**config.mk**
```make
export PLATFORM = sky130hd
export DESIGN_NAME = mod_reduct_solinas_gen
export DESIGN_NICKNAME = d
export VERILOG_FILES = /design/src/rtl/mod_reduct_solinas_gen_pkg.sv /design/src/rtl/mod_reduct_solinas_fold.sv /design/src/rtl/mod_reduct_solinas_gen.sv
export SDC_FILE = /design/constraint.sdc
export NUM_CORES = 1
export LEC_CHECK = 0
export CAP_MARGIN = 20
export CORE_MARGIN = 5
export CORE_UTILIZATION = 60
export CTS_CLUSTER_SIZE = 25
export DETAILED_ROUTE_END_ITERATION = 8
export PLACE_DENSITY = 0.77
export SYNTH_ARGS = -nofsm -noshare
export SYNTH_HDL_FRONTEND = slang
export SYNTH_SLANG_ARGS = --single-unit
```
**constraint.sdc**
```tcl
create_clock -name clk -period 5.7 [get_ports clk]
set_input_delay 1.71 -clock clk [delete_from_list [all_inputs] [get_ports clk]]
set_output_delay 1.71 -clock clk [all_outputs]
set_load 0.005 [all_outputs]
```
**src/rtl/mod_reduct_solinas_gen_pkg.sv**
```systemverilog
// mod_reduct_solinas_gen_pkg: width, offset and latency helpers
// for the generalised Solinas reducer.
package mod_reduct_solinas_gen_pkg;

  localparam int MAX_FOLD = 16;

  function automatic int next_w(
    input int w,
    input int mod_w,
    input int mod_k
  );
    int t;
    t = w - mod_w + mod_k;
    return ((t > mod_w) ? t : mod_w) + 1;
  endfunction

  function automatic int get_fold_nb(
    input int mod_w,
    input int mod_k,
    input int op_w
  );
    int w;
    int n;
    w = op_w;
    n = 0;
    while (w > mod_w + 1 && n < MAX_FOLD) begin
      w = next_w(w, mod_w, mod_k);
      n++;
    end
    return n;
  endfunction

  function automatic int get_fold_w(
    input int i,
    input int mod_w,
    input int mod_k,
    input int op_w
  );
    int w;
    w = op_w;
    for (int j = 0; j < i; j++)
      w = next_w(w, mod_w, mod_k);
    return w;
  endfunction

  // Bit offset of stage i inside the flat per-lane chain vector.
  function automatic int get_chain_off(
    input int i,
    input int mod_w,
    input int mod_k,
    input int op_w
  );
    int o;
    o = 0;
    for (int j = 0; j < i; j++)
      o += get_fold_w(j, mod_w, mod_k, op_w);
    return o;
  endfunction

  function automatic int get_latency(
    input int in_pipe,
    input int mod_w,
    input int mod_k,
    input int op_w
  );
    return in_pipe + get_fold_nb(mod_w, mod_k, op_w) + 1;
  endfunction

endpackage

```
**src/rtl/mod_reduct_solinas_fold.sv**
```systemverilog
// mod_reduct_solinas_fold: one lane, one registered fold
// x' = l + h*(2^MOD_K - 1), using 2^MOD_W == 2^MOD_K - 1 (mod M).
module mod_reduct_solinas_fold #(
  parameter int MOD_W = 64,
  parameter int MOD_K = 32,
  parameter int IN_W  = 129,
  parameter int OUT_W = 98
) (
  input  logic             clk,
  input  logic [IN_W-1:0]  x,
  output logic [OUT_W-1:0] y
);

  localparam int HW = IN_W - MOD_W;

  logic [HW-1:0]    h;
  logic [OUT_W-1:0] l_ext;
  logic [OUT_W-1:0] h_ext;
  logic [OUT_W-1:0] sum;

  assign h     = x[IN_W-1:MOD_W];
  assign l_ext = OUT_W'(x[MOD_W-1:0]);
  assign h_ext = OUT_W'(h);
  // l + (h << K) stays below 2^OUT_W, so the subtract never wraps.
  assign sum   = l_ext + (h_ext << MOD_K) - h_ext;

  always_ff @(posedge clk) begin
    y <= sum;
  end

endmodule

```
**src/rtl/mod_reduct_solinas_gen.sv**
```systemverilog
// mod_reduct_solinas_gen: pipelined multi-lane reduction mod 2^MOD_W-2^MOD_K+1.
// Define MOD_REDUCT_SOLINAS_GEN_CHECK_EN to compile the simulation checker.
module mod_reduct_solinas_gen #(
  parameter int         MOD_W    = 64,
  parameter int         MOD_K    = MOD_W / 2,
  parameter int         OP_W     = 2 * MOD_W + 1,
  parameter int         LANE_NB  = 1,
  parameter int         IN_PIPE  = 1,
  parameter int         SIDE_W   = 0,
  parameter logic [1:0] RST_SIDE = 2'b00
) (
  input  logic                               clk,
  input  logic                               s_rst_n,
  input  logic [LANE_NB*OP_W-1:0]            a,
  input  logic                               in_avail,
  input  logic [(SIDE_W>0?SIDE_W:1)-1:0]     in_side,
  output logic [LANE_NB*MOD_W-1:0]           z,
  output logic                               out_avail,
  output logic [(SIDE_W>0?SIDE_W:1)-1:0]     out_side
);

  import mod_reduct_solinas_gen_pkg::*;

  localparam int FOLD_NB = get_fold_nb(MOD_W, MOD_K, OP_W);
  localparam int LAT     = get_latency(IN_PIPE, MOD_W, MOD_K, OP_W);
  localparam int SW      = (SIDE_W > 0) ? SIDE_W : 1;
  localparam int CH_W    = get_chain_off(FOLD_NB + 1, MOD_W, MOD_K, OP_W);
  localparam int LST_O   = get_chain_off(FOLD_NB, MOD_W, MOD_K, OP_W);
  localparam int LST_W   = get_fold_w(FOLD_NB, MOD_W, MOD_K, OP_W);
  localparam int XW      = MOD_W + 2;

  localparam logic [XW-1:0] ONE  = XW'(1);
  localparam logic [XW-1:0] M_C  = (ONE << MOD_W) - (ONE << MOD_K) + ONE;
  localparam logic [XW-1:0] M2_C = M_C << 1;

  logic [LAT-1:0] av_q;

  always_ff @(posedge clk) begin
    if (!s_rst_n) begin
      av_q <= '0;
    end else begin
      av_q[0] <= in_avail;
      for (int i = 1; i < LAT; i++)
        av_q[i] <= av_q[i-1];
    end
  end

  assign out_avail = av_q[LAT-1];

  if (SIDE_W > 0) begin : g_side
    logic [SW-1:0] sd_q [LAT];

    always_ff @(posedge clk) begin
      if (RST_SIDE[1] && !s_rst_n) begin
        for (int i = 0; i < LAT; i++)
          sd_q[i] <= {SW{RST_SIDE[0]}};
      end else begin
        sd_q[0] <= in_side;
        for (int i = 1; i < LAT; i++)
          sd_q[i] <= sd_q[i-1];
      end
    end

    assign out_side = sd_q[LAT-1];
  end else begin : g_no_side
    logic unused_side;
    assign unused_side = ^in_side;
    assign out_side    = '0;
  end

  for (genvar ln = 0; ln < LANE_NB; ln++) begin : g_lane
    logic [CH_W-1:0]  ch;
    logic [OP_W-1:0]  a_s;
    logic [LST_W-1:0] x_f;
    logic [XW-1:0]    xe;
    logic [MOD_W-1:0] x_lo;
    logic [MOD_W-1:0] z1;
    logic [MOD_W-1:0] z2;
    logic [MOD_W-1:0] z_d;
    logic [MOD_W-1:0] z_q;
    logic             ge1;
    logic             ge2;

    if (IN_PIPE != 0) begin : g_in
      logic [OP_W-1:0] a_q;
      always_ff @(posedge clk) begin
        a_q <= a[ln*OP_W +: OP_W];
      end
      assign a_s = a_q;
    end else begin : g_no_in
      assign a_s = a[ln*OP_W +: OP_W];
    end

    assign ch[OP_W-1:0] = a_s;

    for (genvar f = 0; f < FOLD_NB; f++) begin : g_fold
      localparam int IW = get_fold_w(f, MOD_W, MOD_K, OP_W);
      localparam int OW = get_fold_w(f + 1, MOD_W, MOD_K, OP_W);
      localparam int IO = get_chain_off(f, MOD_W, MOD_K, OP_W);
      localparam int OO = get_chain_off(f + 1, MOD_W, MOD_K, OP_W);

      mod_reduct_solinas_fold #(
        .MOD_W (MOD_W),
        .MOD_K (MOD_K),
        .IN_W  (IW),
        .OUT_W (OW)
      ) u_fold (
        .clk (clk),
        .x   (ch[IO +: IW]),
        .y   (ch[OO +: OW])
      );
    end

    // x < 2^(MOD_W+1) < 3M: at most two subtractions of M.
    assign x_f  = ch[LST_O +: LST_W];
    assign xe   = XW'(x_f);
    assign x_lo = xe[MOD_W-1:0];
    assign ge1  = (xe >= M_C);
    assign ge2  = (xe >= M2_C);
    assign z1   = x_lo - M_C[MOD_W-1:0];
    assign z2   = x_lo - M2_C[MOD_W-1:0];

    always_comb begin
      z_d = x_lo;
      unique case (1'b1)
        ge2:         z_d = z2;
        ge1 && !ge2: z_d = z1;
        default:     z_d = x_lo;
      endcase
    end

    always_ff @(posedge clk) begin
      z_q <= z_d;
    end

    assign z[ln*MOD_W +: MOD_W] = z_q;
  end

`ifdef MOD_REDUCT_SOLINAS_GEN_CHECK_EN
  localparam int CW = (OP_W > XW) ? OP_W : XW;

  logic [LANE_NB*MOD_W-1:0] chk_d;
  logic [LANE_NB*MOD_W-1:0] chk_q [LAT];

  always_comb begin
    chk_d = '0;
    for (int i = 0; i < LANE_NB; i++)
      chk_d[i*MOD_W +: MOD_W] =
        MOD_W'(CW'(a[i*OP_W +: OP_W]) % CW'(M_C));
  end

  always_ff @(posedge clk) begin
    chk_q[0] <= chk_d;
    for (int i = 1; i < LAT; i++)
      chk_q[i] <= chk_q[i-1];
    if (out_avail && (z !== chk_q[LAT-1]))
      $error("reducer z=%h ref=%h", z, chk_q[LAT-1]);
  end

  initial begin
    if (MOD_W < 8 || MOD_W > 64)
      $error("MOD_W=%0d illegal", MOD_W);
    if (MOD_K < 1 || MOD_K > MOD_W / 2)
      $error("MOD_K=%0d illegal", MOD_K);
    if (OP_W > 2 * MOD_W + 1 || OP_W < 1)
      $error("OP_W=%0d illegal", OP_W);
    if (LANE_NB < 1)
      $error("LANE_NB=%0d illegal", LANE_NB);
    if (IN_PIPE != 0 && IN_PIPE != 1)
      $error("IN_PIPE=%0d illegal", IN_PIPE);
    if (SIDE_W < 0)
      $error("SIDE_W=%0d illegal", SIDE_W);
  end
`endif

endmodule
```
==> run notes <==
run results: status completed, site row count 78, Seq power 4880 uW, library cells used by synthesis 77, drt first-iter violations 1659, total gr overflow 0, met2 Use GR 0.529, Arr. time, crit path 5.62 ns, Final Max-Slew Violation Tally 0, chip area 49700 um^2, H-tree levels 2, max-cap violations 0, GP Congestion 1.02, register share after synthesis 0.315, vias per cell 5.83, Inverters, non-clock 433, Combinational Area 16500 um^2, cells on worst reg2reg path 15, dominant kind of cell combinational gates, Top pwr grp combinational logic, initial antenna violation count 0, pre-CTS setup slack 0.835 ns, Worst setup EP type flip-flop, Async S/R FF share, synth 0, Adder Area Share 0.179, hold path start av_q[2]$_SDFF_PN0_, Logic pwr share 0.613, CTS Hold Bufs 0, Relative slew margins 0.431, Top FF cell, synth dfxtp_1, Hold WC Path Type flip-flop to flip-flop, Critical Path Start Type flip-flop, uppermost layer routed met4, pwr/cell area 645 nW/um^2, Clock transition at path regs 0.06 ns, first-pass detailed-route iteration total 6, CTS buffer count 45, Largest cells by area dfxtp_1 32%, ha_1 15%, inv_1 6.0%, a21oi_1 5.5%, xnor2_1 4.9%, Clock Tree Buf Depth 3, Worst Hold Depth 1, min cycle time layout 5.16 ns, global-route layer with the greatest usage met2, setup TNS 0 ns, core area 45100 um^2, post-DP HPWL 63.0 mm, # fillers 3650, first-pass GRT wire length 121 mm, DP Cell Count 3944, met1 WL 30.8 mm, Non-Clock Buffer Area Fraction 0.0649, count of library flops with an enable pin 0, CP cell instances inv_1 -> ha_1 -> ha_1 -> fa_1 -> a21o_1 -> a221oi_1 -> o211a_1 -> o21bai_1 -> a221o_1 -> a31o_2 -> a211oi_1 -> o21ai_0 -> a2111oi_1 -> o41ai_1 -> xnor2_1, critical path capture point g_lane[0].g_fold[0].u_fold.y[97]$_DFF_P_, Clk pwr share 0.143, Final Hold Slack 0.428 ns, critical path class flip-flop to flip-flop, vias after detailed routing 23500, Worst-Skew Late Latency 0.59 ns, area leader, netlist dfxtp_1, ys flops 428, synthesis area per yosys 27200 um^2, Inserted Diodes 0, CP max stage delay 0.73 ns, fin crit share 0.904, DRC violation count after routing 0, met3 Use GR 0.0343
-- state kept, by name, indices dropped and copies added, names as in the netlist --
register	cells
g_lane.a_s	129
z	64
av_q	5
g_lane.g_fold.u_fold.y	230
-- cell usage after synthesis, types with 14 or more instances --
library cell / n
nand4_1: 103
a21o_1: 132
o21a_1: 30
xnor2_1: 153
o211ai_1: 14
fa_1: 37
a31oi_1: 33
and3_1: 20
inv_1: 433
nor3_1: 53
and2_1: 21
clkbuf_1: 125
o21ai_0: 174
nor2b_1: 20
a211oi_1: 18
nand3_1: 59
a21oi_1: 298
o21bai_1: 51
nor2_1: 177
ha_1: 329
nand2b_1: 26
nand2_1: 219
xor2_1: 102
dfxtp_1: 428
**Pin map**

Scale: 2 px per um. Pins as bars across the die edge, other pins in gray.
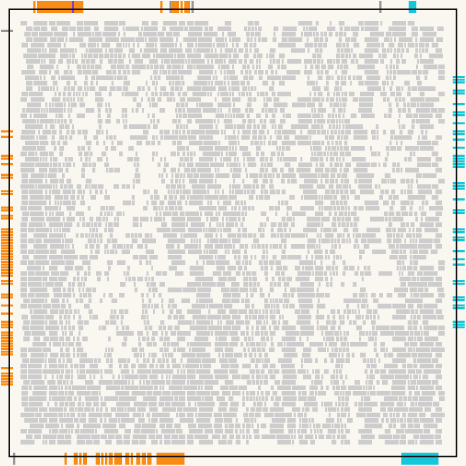
| port | color | pins | direction | edge |
|---|---|---|---|---|
| `z` | cyan | 64 | output | 40 right, 20 bottom, 4 top |
| `in_avail` | purple | 1 | input | top |
| `a` | orange | 129 | input | 55 left, 40 bottom, 34 top |
all pins by edge: 61 bottom, 56 left, 42 top, 40 right
die x size: 223 um
port bufs: 196
Die Y: 223 um

**Nets reached from selected ports**

Scale: 1 px per um.
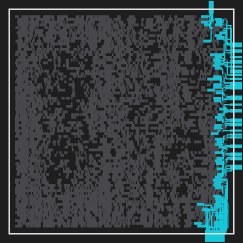
| port | color | bits | direction | end cells | buffers | wire |
|---|---|---|---|---|---|---|
| `z` | cyan | 64 | output | 64 | 64 | 1570 um |
number of I/O pins: 199

**Cell outlines without signal wires**

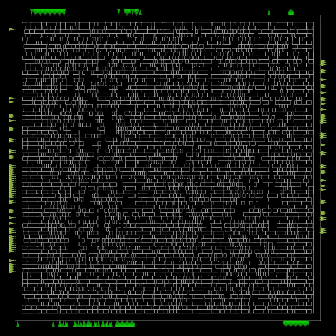
fraction of area in registers: 0.277
post-layout util: 0.685

**Cell sizes after repair**

Scale: 2 px per um.
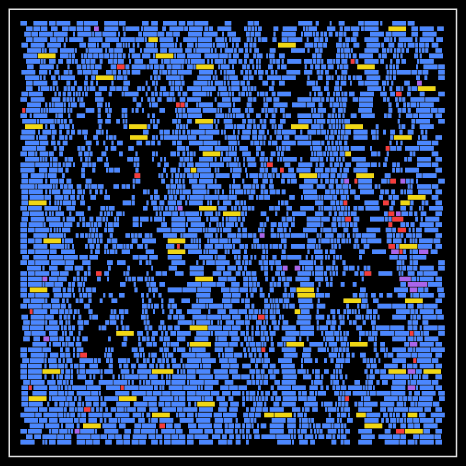
| size | color | cells | share |
|---|---|---|---|
| x2 | red | 36 | 1.1% |
| x3 and x4 | purple | 20 | 0.58% |
| x1 and smaller | blue | 3309 | 97% |
| x6 and larger | yellow | 57 | 1.7% |
fin worst setup slack: 0.545 ns
final non-filler cell area: 30900 um^2
Area Overhead vs Synth: 13.6%
Buffers excl. clock: 202

**Gate-type map**

Scale: 2 px per um.
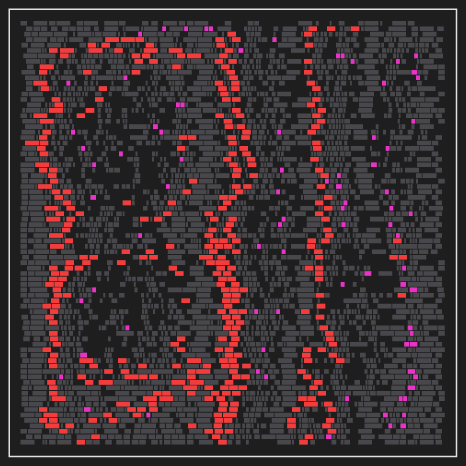
| family | color | cells | most used |
|---|---|---|---|
| fa/ha/maj cells | red | 366 | ha_1 |
| and/or cells | magenta | 83 | and2_1 |
Layout Cells excl Fill: 4022
Commonest Layout Cell: inv_1
Comb/total area: 0.534

Power is estimated from default activity; no workload was simulated.
